`src/rtl/mem_access_pkg.sv`:
```
// mem_access_pkg: size encodings, FSM states and lane-mask helpers for mem_access_unit
package mem_access_pkg;
  typedef enum logic [1:0] {SZ_B, SZ_H, SZ_W, SZ_D} size_e;
  typedef enum logic [2:0] {IDLE, READ, RMW_READ, WRITE, RESP} state_e;
  function automatic logic [7:0] size_mask(size_e sz);
    return sz == SZ_B ? 8'h01 : sz == SZ_H ? 8'h03 : sz == SZ_W ? 8'h0f : 8'hff;
  endfunction
  function automatic logic misaligned(logic [2:0] off, size_e sz);
    logic [3:0] align;
    align = (4'd1 << sz) - 4'd1;
    return |(off & align[2:0]);
  endfunction
endpackage

```
`src/rtl/mem_access_if.sv`:
```
// mem_access_if: request/response handshake plus data-memory port of mem_access_unit
interface mem_access_if #(parameter int ADDR_W = 64, parameter int DATA_W = 64);
  logic              req_valid;
  logic              req_ready;
  logic              req_write;
  logic [1:0]        req_size;
  logic              req_signed;
  logic [ADDR_W-1:0] req_addr;
  logic [DATA_W-1:0] req_wdata;
  logic              rsp_valid;
  logic [DATA_W-1:0] rsp_rdata;
  logic              rsp_error;
  logic              mem_rd;
  logic              mem_wr;
  logic [ADDR_W-1:0] mem_dir;
  logic [DATA_W-1:0] mem_wdata;
  logic [DATA_W-1:0] mem_rdata;
  modport slave (
    input  req_valid, req_write, req_size, req_signed, req_addr, req_wdata, mem_rdata,
    output req_ready, rsp_valid, rsp_rdata, rsp_error, mem_rd, mem_wr, mem_dir, mem_wdata
  );
  modport master (
    output req_valid, req_write, req_size, req_signed, req_addr, req_wdata, mem_rdata,
    input  req_ready, rsp_valid, rsp_rdata, rsp_error, mem_rd, mem_wr, mem_dir, mem_wdata
  );
endinterface

```
`src/rtl/byte_lane_unit.sv`:
```
// byte_lane_unit: combinational load lane extract/extend and store byte merge
module byte_lane_unit import mem_access_pkg::*; (
  input  logic [63:0] word_i,
  input  logic [2:0]  off_i,
  input  size_e       size_i,
  input  logic        signed_i,
  input  logic [63:0] wdata_i,
  output logic [63:0] load_o,
  output logic [63:0] merged_o
);
  logic [63:0] lane;
  logic [63:0] bit_mask;
  logic [7:0]  byte_mask;
  assign lane      = word_i >> {off_i, 3'b000};
  assign byte_mask = size_mask(size_i) << off_i;
  for (genvar i = 0; i < 8; i++) begin : g_mask
    assign bit_mask[8*i +: 8] = {8{byte_mask[i]}};
  end
  assign load_o = size_i == SZ_B ? {{56{signed_i & lane[7]}}, lane[7:0]} :
                  size_i == SZ_H ? {{48{signed_i & lane[15]}}, lane[15:0]} :
                  size_i == SZ_W ? {{32{signed_i & lane[31]}}, lane[31:0]} : lane;
  assign merged_o = (word_i & ~bit_mask) | ((wdata_i << {off_i, 3'b000}) & bit_mask);
endmodule

```
`src/rtl/mem_access_unit.sv`:
```
// mem_access_unit: load/store sequencer with read-modify-write for sub-doubleword stores
module mem_access_unit import mem_access_pkg::*; #(
  parameter int ADDR_W = 64,
  parameter int DATA_W = 64
) (
  input logic        clk,
  input logic        rst_n,
  mem_access_if.slave bus
);
  state_e            state_q, state_d;
  size_e             size_q, size_d;
  logic              sgn_q, sgn_d;
  logic [2:0]        off_q, off_d;
  logic [DATA_W-1:0] wdata_q, wdata_d;
  logic [DATA_W-1:0] merged_q, merged_d;
  logic [DATA_W-1:0] rdata_q, rdata_d;
  logic              err_q, err_d;
  logic [ADDR_W-1:0] dir_q, dir_d;
  logic [DATA_W-1:0] load_data, merge_data;
  size_e             req_size;
  assign req_size = size_e'(bus.req_size);
  byte_lane_unit u_lane (
    .word_i  (bus.mem_rdata),
    .off_i   (off_q),
    .size_i  (size_q),
    .signed_i(sgn_q),
    .wdata_i (wdata_q),
    .load_o  (load_data),
    .merged_o(merge_data)
  );
  always_ff @(posedge clk or negedge rst_n) begin
    if (!rst_n) begin
      state_q  <= IDLE;
      size_q   <= SZ_B;
      sgn_q    <= 1'b0;
      off_q    <= 3'd0;
      wdata_q  <= '0;
      merged_q <= '0;
      rdata_q  <= '0;
      err_q    <= 1'b0;
      dir_q    <= '0;
    end else begin
      state_q  <= state_d;
      size_q   <= size_d;
      sgn_q    <= sgn_d;
      off_q    <= off_d;
      wdata_q  <= wdata_d;
      merged_q <= merged_d;
      rdata_q  <= rdata_d;
      err_q    <= err_d;
      dir_q    <= dir_d;
    end
  end
  always_comb begin
    state_d  = state_q;
    size_d   = size_q;
    sgn_d    = sgn_q;
    off_d    = off_q;
    wdata_d  = wdata_q;
    merged_d = merged_q;
    rdata_d  = rdata_q;
    err_d    = err_q;
    dir_d    = dir_q;
    case (state_q)
      IDLE: if (bus.req_valid) begin
        size_d  = req_size;
        sgn_d   = bus.req_signed;
        off_d   = bus.req_addr[2:0];
        wdata_d = bus.req_wdata;
        dir_d   = {3'b000, bus.req_addr[ADDR_W-1:3]};
        if (misaligned(bus.req_addr[2:0], req_size)) begin
          rdata_d = '0;
          err_d   = 1'b1;
          state_d = RESP;
        end else if (!bus.req_write) begin
          state_d = READ;
        end else if (req_size == SZ_D) begin
          merged_d = bus.req_wdata;
          state_d  = WRITE;
        end else begin
          state_d = RMW_READ;
        end
      end
      READ: begin
        rdata_d = load_data;
        err_d   = 1'b0;
        state_d = RESP;
      end
      RMW_READ: begin
        merged_d = merge_data;
        state_d  = WRITE;
      end
      WRITE: begin
        rdata_d = '0;
        err_d   = 1'b0;
        state_d = RESP;
      end
      RESP:    state_d = IDLE;
      default: state_d = IDLE;
    endcase
  end
  assign bus.req_ready = state_q == IDLE;
  assign bus.rsp_valid = state_q == RESP;
  assign bus.rsp_rdata = rdata_q;
  assign bus.rsp_error = err_q;
  assign bus.mem_rd    = state_q != WRITE;
  assign bus.mem_wr    = state_q == WRITE;
  assign bus.mem_dir   = dir_q;
  assign bus.mem_wdata = merged_q;
endmodule

```
`src/flat_wrapper.sv`:
```
// flat-port wrapper written by rule: the top's interface ports become plain ports
module mem_access_unit_flat import mem_access_pkg::*;
#(
  parameter int ADDR_W = 64,
  parameter int DATA_W = 64
)
  (clk, rst_n, bus_req_valid, bus_req_write, bus_req_size, bus_req_signed, bus_req_addr, bus_req_wdata, bus_mem_rdata, bus_req_ready, bus_rsp_valid, bus_rsp_rdata, bus_rsp_error, bus_mem_rd, bus_mem_wr, bus_mem_dir, bus_mem_wdata);
  mem_access_if #(.ADDR_W(ADDR_W), .DATA_W(DATA_W)) bus_i ();
  input logic clk;
  input logic rst_n;
  input wire logic [$bits(bus_i.req_valid)-1:0] bus_req_valid;
  input wire logic [$bits(bus_i.req_write)-1:0] bus_req_write;
  input wire logic [$bits(bus_i.req_size)-1:0] bus_req_size;
  input wire logic [$bits(bus_i.req_signed)-1:0] bus_req_signed;
  input wire logic [$bits(bus_i.req_addr)-1:0] bus_req_addr;
  input wire logic [$bits(bus_i.req_wdata)-1:0] bus_req_wdata;
  input wire logic [$bits(bus_i.mem_rdata)-1:0] bus_mem_rdata;
  output wire logic [$bits(bus_i.req_ready)-1:0] bus_req_ready;
  output wire logic [$bits(bus_i.rsp_valid)-1:0] bus_rsp_valid;
  output wire logic [$bits(bus_i.rsp_rdata)-1:0] bus_rsp_rdata;
  output wire logic [$bits(bus_i.rsp_error)-1:0] bus_rsp_error;
  output wire logic [$bits(bus_i.mem_rd)-1:0] bus_mem_rd;
  output wire logic [$bits(bus_i.mem_wr)-1:0] bus_mem_wr;
  output wire logic [$bits(bus_i.mem_dir)-1:0] bus_mem_dir;
  output wire logic [$bits(bus_i.mem_wdata)-1:0] bus_mem_wdata;
  assign bus_i.req_valid = bus_req_valid;
  assign bus_i.req_write = bus_req_write;
  assign bus_i.req_size = bus_req_size;
  assign bus_i.req_signed = bus_req_signed;
  assign bus_i.req_addr = bus_req_addr;
  assign bus_i.req_wdata = bus_req_wdata;
  assign bus_i.mem_rdata = bus_mem_rdata;
  assign bus_req_ready = bus_i.req_ready;
  assign bus_rsp_valid = bus_i.rsp_valid;
  assign bus_rsp_rdata = bus_i.rsp_rdata;
  assign bus_rsp_error = bus_i.rsp_error;
  assign bus_mem_rd = bus_i.mem_rd;
  assign bus_mem_wr = bus_i.mem_wr;
  assign bus_mem_dir = bus_i.mem_dir;
  assign bus_mem_wdata = bus_i.mem_wdata;
  mem_access_unit #(.ADDR_W(ADDR_W), .DATA_W(DATA_W)) u_core (.clk(clk), .rst_n(rst_n), .bus(bus_i));
endmodule
```
`config.mk`:
```
export PLATFORM = sky130hd
export DESIGN_NAME = mem_access_unit_flat
export DESIGN_NICKNAME = d
export VERILOG_FILES = /design/src/rtl/mem_access_pkg.sv /design/src/rtl/mem_access_if.sv /design/src/rtl/byte_lane_unit.sv /design/src/rtl/mem_access_unit.sv /design/src/flat_wrapper.sv
export SDC_FILE = /design/constraint.sdc
export NUM_CORES = 1
export LEC_CHECK = 0
export ABC_AREA = 1
export CELL_PAD_IN_SITES_DETAIL_PLACEMENT = 0
export CELL_PAD_IN_SITES_GLOBAL_PLACEMENT = 2
export CORE_AREA = 5 5 242 244
export DETAILED_ROUTE_END_ITERATION = 10
export DIE_AREA = 0 0 247 249
export GPL_TIMING_DRIVEN = 0
export PLACE_DENSITY_LB_ADDON = 0.1
export SLEW_MARGIN = 5
export SYNTH_ARGS = -nofsm -noshare
export SYNTH_HDL_FRONTEND = slang
export SYNTH_HIERARCHICAL = 1
export SYNTH_SLANG_ARGS = --single-unit
```
`constraint.sdc`:
```
create_clock -name clk -period 4.25 [get_ports clk]
set_input_delay 0.85 -clock clk [delete_from_list [all_inputs] [get_ports clk]]
set_output_delay 0.85 -clock clk [all_outputs]
set_load 0.1 [all_outputs]
```
==> run_1/placement_by_type.png <==
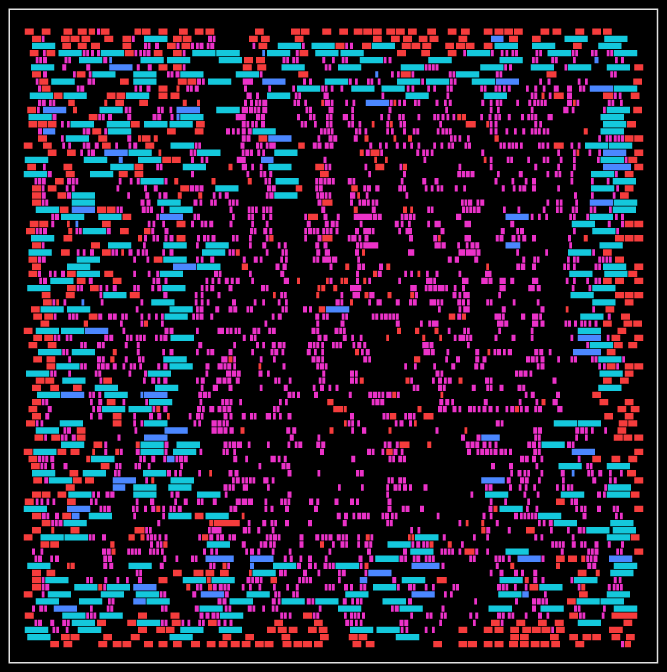
legend:
  red:
    class: other buffers and delay cells
    cells: 570
    share_of_their_area: 23%
  cyan:
    class: flops
    cells: 263
    share_of_their_area: 31%
  magenta:
    class: combinational and other logic
    cells: 2,030
    share_of_their_area: 40%
  blue:
    class: clock drivers and dummy loads
    cells: 60
    share_of_their_area: 5.4%
standard-cell row count: 87
Non-Filler Cell Area, Final: 22,200 um2
Placeable Area: 56,100 um2
final core occ: 39.6%
flop share of the area: 29.6%

==> run_1/clk_routes.png <==
Bar = 50 um.
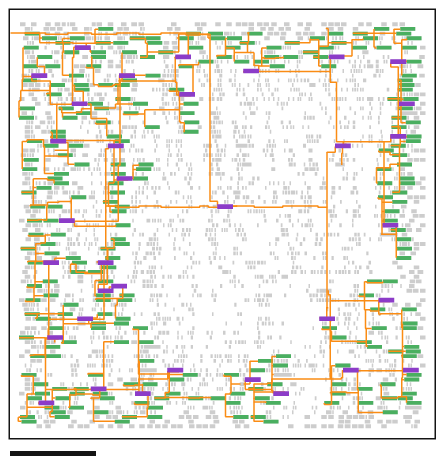
legend:
  green:
    item: flip-flops
    count: 263
  orange:
    item: clock wires
    length: 4,230 um
  purple:
    item: clock drivers
    count: 34
flops lie: all over the die
final clock skew: 0.0203 ns
clock latency reported for the late side of the worst-skew pair: 0.56 ns

==> run_1/flops_by_reg.png <==
Other sequential cells in the stronger grey, the rest of the logic in the fainter grey.
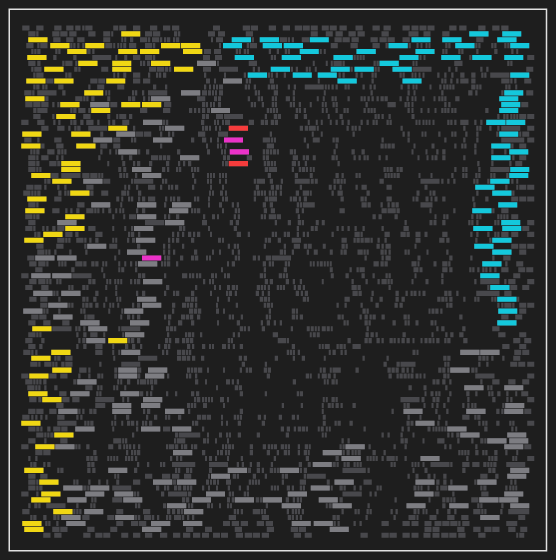
legend:
  yellow:
    netlist_name: u_core/bus.mem_dir
    sequential_cells: 61
    where: a vertical strip on the left
  red:
    netlist_name: u_core/size_q
    sequential_cells: 2
  cyan:
    netlist_name: u_core/bus.rsp_rdata
    sequential_cells: 64
  magenta:
    netlist_name: u_core/off_q
    sequential_cells: 3
not coloured: 133

==> datasheet_impl.txt, run 1 <==
Characteristics after synthesis and place and route

Parameter                              Value

Run status
  Result of the run    finished, final reports clean

Critical path
  Worst setup startpoint    u_core/state_q[1]$_DFFE_PN0P_
  Slowest cell delay on critical path    1.17 ns
  Path type of the worst setup path    flop to primary output
  Critical path data arrival time    2.51 ns
  Largest fanout on the critical path    6
  CP max stage cell    sky130_fd_sc_hd__clkdlybuf4s50_1
  Setup crit end kind    primary output
  Setup slack of the most critical reg-to-reg path    1.49 ns
  Kind of start point of the critical path    flop
  Number of cells on the critical path    4

Placed design
  Worst slack at placement    1.09 ns
  Placed Instances    3,619

Clock tree
  Cell at the root of the clock tree    sky130_fd_sc_hd__clkbuf_16
  Clock H-tree levels    2
  Clock transition at path regs    0.06 ns
  Clock tree from TritonCTS    yes
  Setup Fix Bufs, Post-CTS    0
  Max clock buf depth    3
  Clk sinks    263
  Number of buffers created by CTS    34
  Cts-stage hold buffer count    0

Final timing
  Final period demand of the worst path    3.36 ns
  Unrepaired setup endpoints after global routing    false
  Post-Route Hold Slack    0.250 ns
  Tcrit/Tclk final    79.0%
  Final hold vios    0
  Worst slew margin relative to its limit    26.8%
  Slew of the pin with the lowest slew margin    1.09 ns
  Final setup slack of the worst path    0.891 ns
  Number of slew-limit violations in the final report    0

Synthesis
  Xor/xnor cell area share of the yosys netlist    0%
  Ranking of synthesized cells by area    sky130_fd_sc_hd__dfrtp_1 41%, sky130_fd_sc_hd__nand2_1 31%, sky130_fd_sc_hd__o21ai_0 8.5%
  Top cell type's share of synthesized area    40.8%
  Combined area of all synthesized cells    16,100 um2
  Compound-gate portion of the synthesized area    11.4%
  Post-synth mux share    0%
  Number of unique standard cell types used by synthesis    30
  Synthesized area per cell    6.53 um2
  Number of cell instances after yosys synthesis    2,467
  Area fraction in full adders, half adders and majority gates    0%
  Simple-gate area share of the yosys netlist    39.9%

Finish
  Number of diodes added for antenna fixing    2
  Logic share of the area    37.2%
  Non-filler cells, final    3,681
  Inverter count    81
  Comb gates    1,949
  Commonest cells after routing, fill and taps aside    1,330 x sky130_fd_sc_hd__nand2_1, 391 x sky130_fd_sc_hd__clkdlybuf4s50_1, 274 x sky130_fd_sc_hd__o21ai_0, 263 x sky130_fd_sc_hd__dfrtp_1, 204 x sky130_fd_sc_hd__nand3_1
  Non-Clock Buffer Area Fraction    22.3%
  Flop Count    263
  Clock buffers    47
  Ratio of cells with drive above 1 in the final layout    7.63%

Global route
  Combined global-route utilization of all metal layers    26.0%
  Vias in the first global route    18,200
  Antenna violations before repair    6
  Remaining Overflow, GRT    0

Route
  Count of unresolved DRC violations after routing    0
  First-pass DRT Iterations    5
  DR vias/cell    4.90
  Post-DRT Antenna Nets    0
  WL final    82,800 um

Floorplanning
  Die y size    249 um
  Count of pins on the block boundary    396
  Width of the die    247 um

Job
  OpenROAD warning count    29

Hold path
  Hold WC Path Type    input pin to asynchronous set/reset pin
[run 1: worst min-delay path by stage]
| stage | start | endpoint | slack, ns | cells past startpoint |
|---|---|---|---|---|
| finish | rst_n | u_core/bus.mem_wdata[25]$_DFFE_PN0P_ | 0.25 | 1 |
| global route | rst_n | u_core/bus.mem_wdata[25]$_DFFE_PN0P_ | 0.29 | 1 |
| CTS | rst_n | u_core/bus.mem_wdata[25]$_DFFE_PN0P_ | 0.27 | 1 |
| detailed placement | u_core/bus.rsp_rdata[0]$_DFFE_PN0P_ | u_core/bus.rsp_rdata[0]$_DFFE_PN0P_ | 0.46 | 2 |
| global placement | u_core/bus.mem_wdata[14]$_DFFE_PN0P_ | u_core/bus.mem_wdata[14]$_DFFE_PN0P_ | 0.46 | 2 |
| floorplan | u_core/wdata_q[55]$_DFFE_PN0P_ | u_core/wdata_q[55]$_DFFE_PN0P_ | 0.46 | 2 |
[run 1: state kept, by name (all words and copies together) (netlist names)]
name                  cells
u_core/off_q              3
u_core/bus.rsp_error      1
u_core/bus.rsp_rdata     64
u_core/size_q             2
u_core/wdata_q           64
u_core/state_q            3
u_core/bus.mem_dir       61
u_core/sgn_q              1
u_core/bus.mem_wdata     64
[run 1: cells in the mapped netlist]
cell type and n:
sky130_fd_sc_hd__buf_1 10, sky130_fd_sc_hd__a21oi_4 1, sky130_fd_sc_hd__nand2_1 1330, sky130_fd_sc_hd__nor2_4 3, sky130_fd_sc_hd__nand3_2 2, sky130_fd_sc_hd__buf_6 18, sky130_fd_sc_hd__nand3_1 204, sky130_fd_sc_hd__a21oi_1 23
sky130_fd_sc_hd__o21ai_1 12, sky130_fd_sc_hd__nor3_1 2, sky130_fd_sc_hd__nor2_8 1, sky130_fd_sc_hd__nand2_2 16, sky130_fd_sc_hd__buf_2 82, sky130_fd_sc_hd__o21ai_0 274, sky130_fd_sc_hd__inv_1 73, sky130_fd_sc_hd__nor2_2 5
sky130_fd_sc_hd__nor2_1 18, sky130_fd_sc_hd__nand4_1 9, sky130_fd_sc_hd__inv_4 1, sky130_fd_sc_hd__o21a_1 1, sky130_fd_sc_hd__buf_4 18, sky130_fd_sc_hd__clkbuf_1 48, sky130_fd_sc_hd__nand2_4 1, sky130_fd_sc_hd__conb_1 1
sky130_fd_sc_hd__a22oi_2 1, sky130_fd_sc_hd__dfrtp_1 263, sky130_fd_sc_hd__o211ai_1 31, sky130_fd_sc_hd__inv_2 7, sky130_fd_sc_hd__or2_2 10, sky130_fd_sc_hd__o21ai_2 2
[run 1: stage by stage]
stage / cell area [um2]
2_1_floorplan: 16100
3_3_place_gp: 21000
3_5_place_dp: 21100
4_1_cts: 22200
5_1_grt: 22200
6_report: 22200
[run 1: layer usage]
metal | GRT usage (%) | share of wire [%] | routed length, um | vias to the layer above
met2 | 41.6 | 45 | 37400 | 633
met1 | 35.7 | 45 | 37200 | 8591
met4 | 6.66 | 2.7 | 2260 | 6
li1 | - | - | - | 8705
met5 | 0 | 0.065 | 54 | -
met3 | 6.02 | 7.1 | 5860 | 115
==> run 1 -> run 2 <==
--- a/config.mk
+++ b/config.mk
@@ -8,9 +8,9 @@
 export ABC_AREA = 1
 export CELL_PAD_IN_SITES_DETAIL_PLACEMENT = 0
 export CELL_PAD_IN_SITES_GLOBAL_PLACEMENT = 2
-export CORE_AREA = 5 5 242 244
+export CORE_AREA = 5 5 251 253
 export DETAILED_ROUTE_END_ITERATION = 10
-export DIE_AREA = 0 0 247 249
+export DIE_AREA = 0 0 256 258
 export GPL_TIMING_DRIVEN = 0
 export PLACE_DENSITY_LB_ADDON = 0.1
 export SLEW_MARGIN = 5
==> constraint.sdc (replaced) <==
create_clock -name clk -period 3.36 [get_ports clk]
set_input_delay 0.672 -clock clk [delete_from_list [all_inputs] [get_ports clk]]
set_output_delay 0.672 -clock clk [all_outputs]
set_load 0.1 [all_outputs]
==> run_2/placement_by_type.png <==
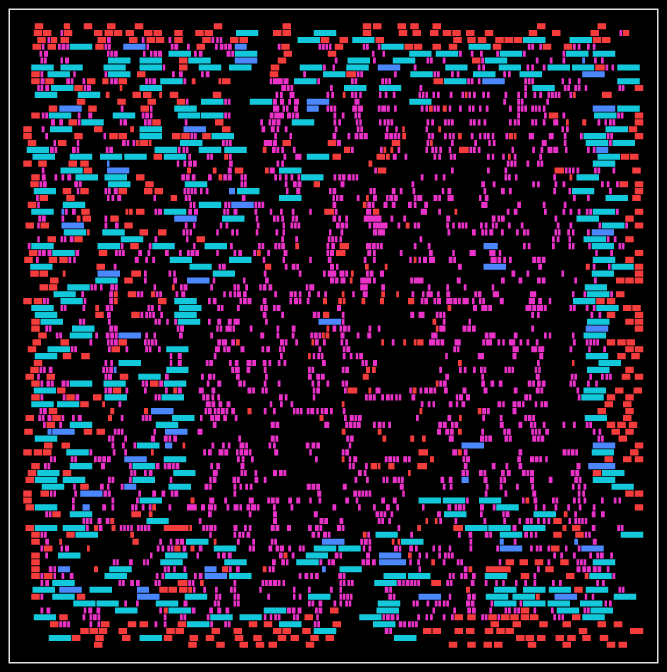
legend:
  blue:
    class: clock drivers and dummy loads
    cells: 58
    share_of_their_area: 5.4%
  magenta:
    class: combinational and other logic
    cells: 2,030
    share_of_their_area: 40%
  cyan:
    class: flops
    cells: 263
    share_of_their_area: 31%
  red:
    class: other buffers and delay cells
    cells: 570
    share_of_their_area: 23%

==> run_2/flops_by_reg.png <==
Other sequential cells in the stronger grey, the rest of the logic in the fainter grey.
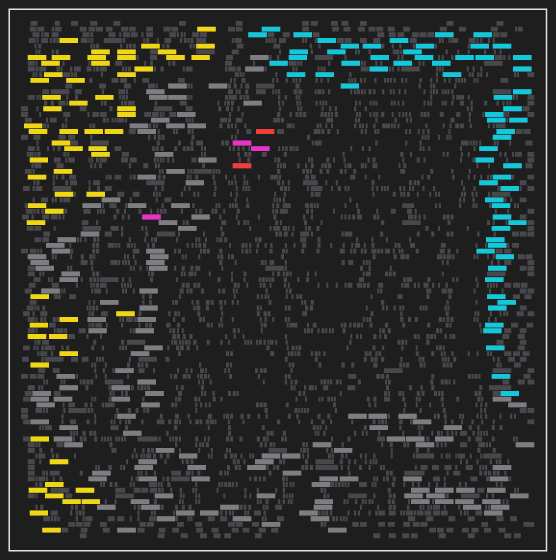
legend:
  red:
    netlist_name: u_core/size_q
    sequential_cells: 2
  magenta:
    netlist_name: u_core/off_q
    sequential_cells: 3
  yellow:
    netlist_name: u_core/bus.mem_dir
    sequential_cells: 61
    where: a vertical strip on the left
  cyan:
    netlist_name: u_core/bus.rsp_rdata
    sequential_cells: 64
not coloured: 133

==> datasheet_impl.txt, run 2 <==
Characteristics after synthesis and place and route

Parameter                              Value

Synthesis
  Number of flip-flops and latches in the synthesized netlist    263
  Synthesized area per cell    6.53 um2
  Yosys warns    6
  Number of unique standard cell types used by synthesis    30
  Most common flop cell mapped by yosys    sky130_fd_sc_hd__dfrtp_1
  Number of cell instances after yosys synthesis    2,467
  Leading cell types by count after synthesis    1,330 x sky130_fd_sc_hd__nand2_1, 274 x sky130_fd_sc_hd__o21ai_0, 263 x sky130_fd_sc_hd__dfrtp_1, 204 x sky130_fd_sc_hd__nand3_1, 82 x sky130_fd_sc_hd__buf_2
  Combined area of all synthesized cells    16,100 um2
  Area reported by Yosys stat    16,100 um2
  Flip-flops with a built-in enable    0
  Synth async-reset ratio    100%
  Library cell occupying the most area in the post-synthesis netlist    sky130_fd_sc_hd__dfrtp_1
  Ranking of synthesized cells by area    sky130_fd_sc_hd__dfrtp_1 41%, sky130_fd_sc_hd__nand2_1 31%, sky130_fd_sc_hd__o21ai_0 8.5%
  Syn Inst Count    2,467
  Top cell type's share of synthesized area    40.8%
  Post-synthesis cell type with the largest instance count    sky130_fd_sc_hd__nand2_1
  Seq/Total Area, Yosys    40.8%

Finish
  Final core occ    36.6%
  Ratio of cells with drive above 1 in the final layout    7.74%
  Non-Filler Cell Area, Final    22,300 um2
  Dominant logic cell type in the layout    sky130_fd_sc_hd__nand2_1
  Commonest cells after routing, fill and taps aside    1,330 x sky130_fd_sc_hd__nand2_1, 391 x sky130_fd_sc_hd__clkdlybuf4s50_1, 274 x sky130_fd_sc_hd__o21ai_0, 263 x sky130_fd_sc_hd__dfrtp_1, 204 x sky130_fd_sc_hd__nand3_1
  Final layout net count    3,100
  Fill cell total of the finished layout    6,711
  Area taken by flip-flops and latches    6580 um2
  Combined area of the multi-input logic cells    8270 um2
  Synthesis-to-layout area growth    38.1%

Critical path
  Worst reg2reg startpoint    u_core/off_q[2]$_DFFE_PN0P_
  Setup crit end kind    primary output
  Buffers & Inverters on Critical Path    2
  Critical path required time    2.69 ns
  Kind of start point of the critical path    flop
  Worst path cell trace    inv_2, nand2_2, nor2_4, clkdlybuf4s50_1
  Top Family by Delay on Critical Path    buffers and inverters
  Slowest cell delay on critical path    1.18 ns
  Critical path data arrival time    2.51 ns
  Path type of the worst setup path    flop to primary output
  Worst setup startpoint    u_core/state_q[1]$_DFFE_PN0P_
  CP max stage cell    sky130_fd_sc_hd__clkdlybuf4s50_1
  Largest fanout on the critical path    6

Final timing
  Unrepaired setup endpoints after global routing    false
  Slew of the pin with the lowest slew margin    1.13 ns
  Final hold vios    0
  Worst slew margin relative to its limit    24.2%
  Setup-failing EPs final    0
  Final period demand of the worst path    3.18 ns
  Highest Clock Rate    314 MHz
  Number of slew-limit violations in the final report    0
  Tcrit/Tclk final    94.8%
  Final clock skew    0.0302 ns

Route
  DR vias/cell    4.85
  WL final    84,800 um
  Violation count after the first detailed-routing iteration    1,366
  Post-DRT Antenna Nets    0
  Count of unresolved DRC violations after routing    0
  Post-DR wirelength/cell    22.8 um
  Via count    18,000
  First-pass DRT Iterations    5

Clock tree
  Cts-stage hold buffer count    0
  Clock H-tree levels    2
  Max clock buf depth    3
  Cell at the root of the clock tree    sky130_fd_sc_hd__clkbuf_16
  Clock tree from TritonCTS    yes
  Clk sinks    263
  Setup Fix Bufs, Post-CTS    0
  Number of buffers created by CTS    36
  Clock transition at path regs    0.06 ns
  Clock latency reported for the late side of the worst-skew pair    0.55 ns
  Resize count post-CTS    0

Hold path
  Hold WC Path Type    input pin to asynchronous set/reset pin

Floorplanning
  Width of the die    256 um
  Placeable Area    60,800 um2
  Die y size    258 um
  Count of pins on the block boundary    396
  Die Outline Area    66,000 um2
  Standard-cell row count    91
  Fraction of the core area occupied by cells at floorplan    26.5%

Run status
  Result of the run    finished, final reports clean

Global route
  Antenna violations before repair    10
  Global-route wire length before repair    122,000 um
  Maximum number of pins on one net before global-route repair    103
  Vias in the first global route    18,300
  Remaining Overflow, GRT    0
  Combined global-route utilization of all metal layers    24.6%

Placed design
  Detailed-placement wirelength estimate    69,500 um
  Area after detailed placement    21,100 um2
  Placer Congestion    0.907
  # port buffers    392

Job
  Number of max-cap violations    0
  OpenROAD warning count    32
run 2: area by class of cell:
cell class / count / share of cell area (%)
Clock buffer: 47 / 4.55
Buffer: 176 / 4.34
Inverter: 81 / 1.38
Timing Repair Buffer: 394 / 17.9
Multi-Input combinational cell: 1949 / 37.2
Clock inverter: 11 / 0.585
Sequential cell: 263 / 29.6
Tap cell: 790 / 4.44
Antenna cell: 5 / 0.0562
run 2: final timing paths:
path	slack, ns	end	cells after the start
min in group clk	0.47	u_core/bus.rsp_rdata[33]$_DFFE_PN0P_	2
hold reg to reg	0.47	u_core/bus.rsp_rdata[33]$_DFFE_PN0P_	2
max in group asynchronous	1.87	u_core/bus.mem_dir[43]$_DFFE_PN0P_	3
hold / removal	0.14	u_core/bus.mem_wdata[20]$_DFFE_PN0P_	1
setup / recovery	0.18	bus_req_ready	4
setup reg to reg	0.63	u_core/bus.mem_wdata[15]$_DFFE_PN0P_	9
run 2: metal layers:
layer	vias up	global-route usage [%]	wire, um	part of all wire (%)
met4	6	6.04	2160	2.5
met1	8605	34.3	39300	46
met2	611	39.4	38000	45
met3	106	5.10	5440	6.4
met5	-	0	34	0.040
li1	8711	-	-	-
run 2: kinds of logic after synthesis:
group / synth area share, %
AOI/OAI and AO/OA: 11.4
buffers and inverters: 7.90
DFF: 40.8
other: 0.0233
and+or+nand+nor: 39.9
run 2: metrics by stage:
| step | setup TNS (ns) | hold WS, ns | std cells | worst slack, ns |
|---|---|---|---|---|
| 2_1_floorplan | 0 | 0.376 | 2469 | 0.575 |
| 3_3_place_gp | -2691.64 | 0.455 | 3651 | -10.31 |
| 3_5_place_dp | 0 | 0.459 | 3653 | 0.285 |
| 4_1_cts | 0 | 0.181 | 3711 | 0.123 |
| 5_1_grt | 0 | 0.227 | 3711 | 0.0569 |
| 6_report | 0 | 0.142 | 3716 | 0.175 |
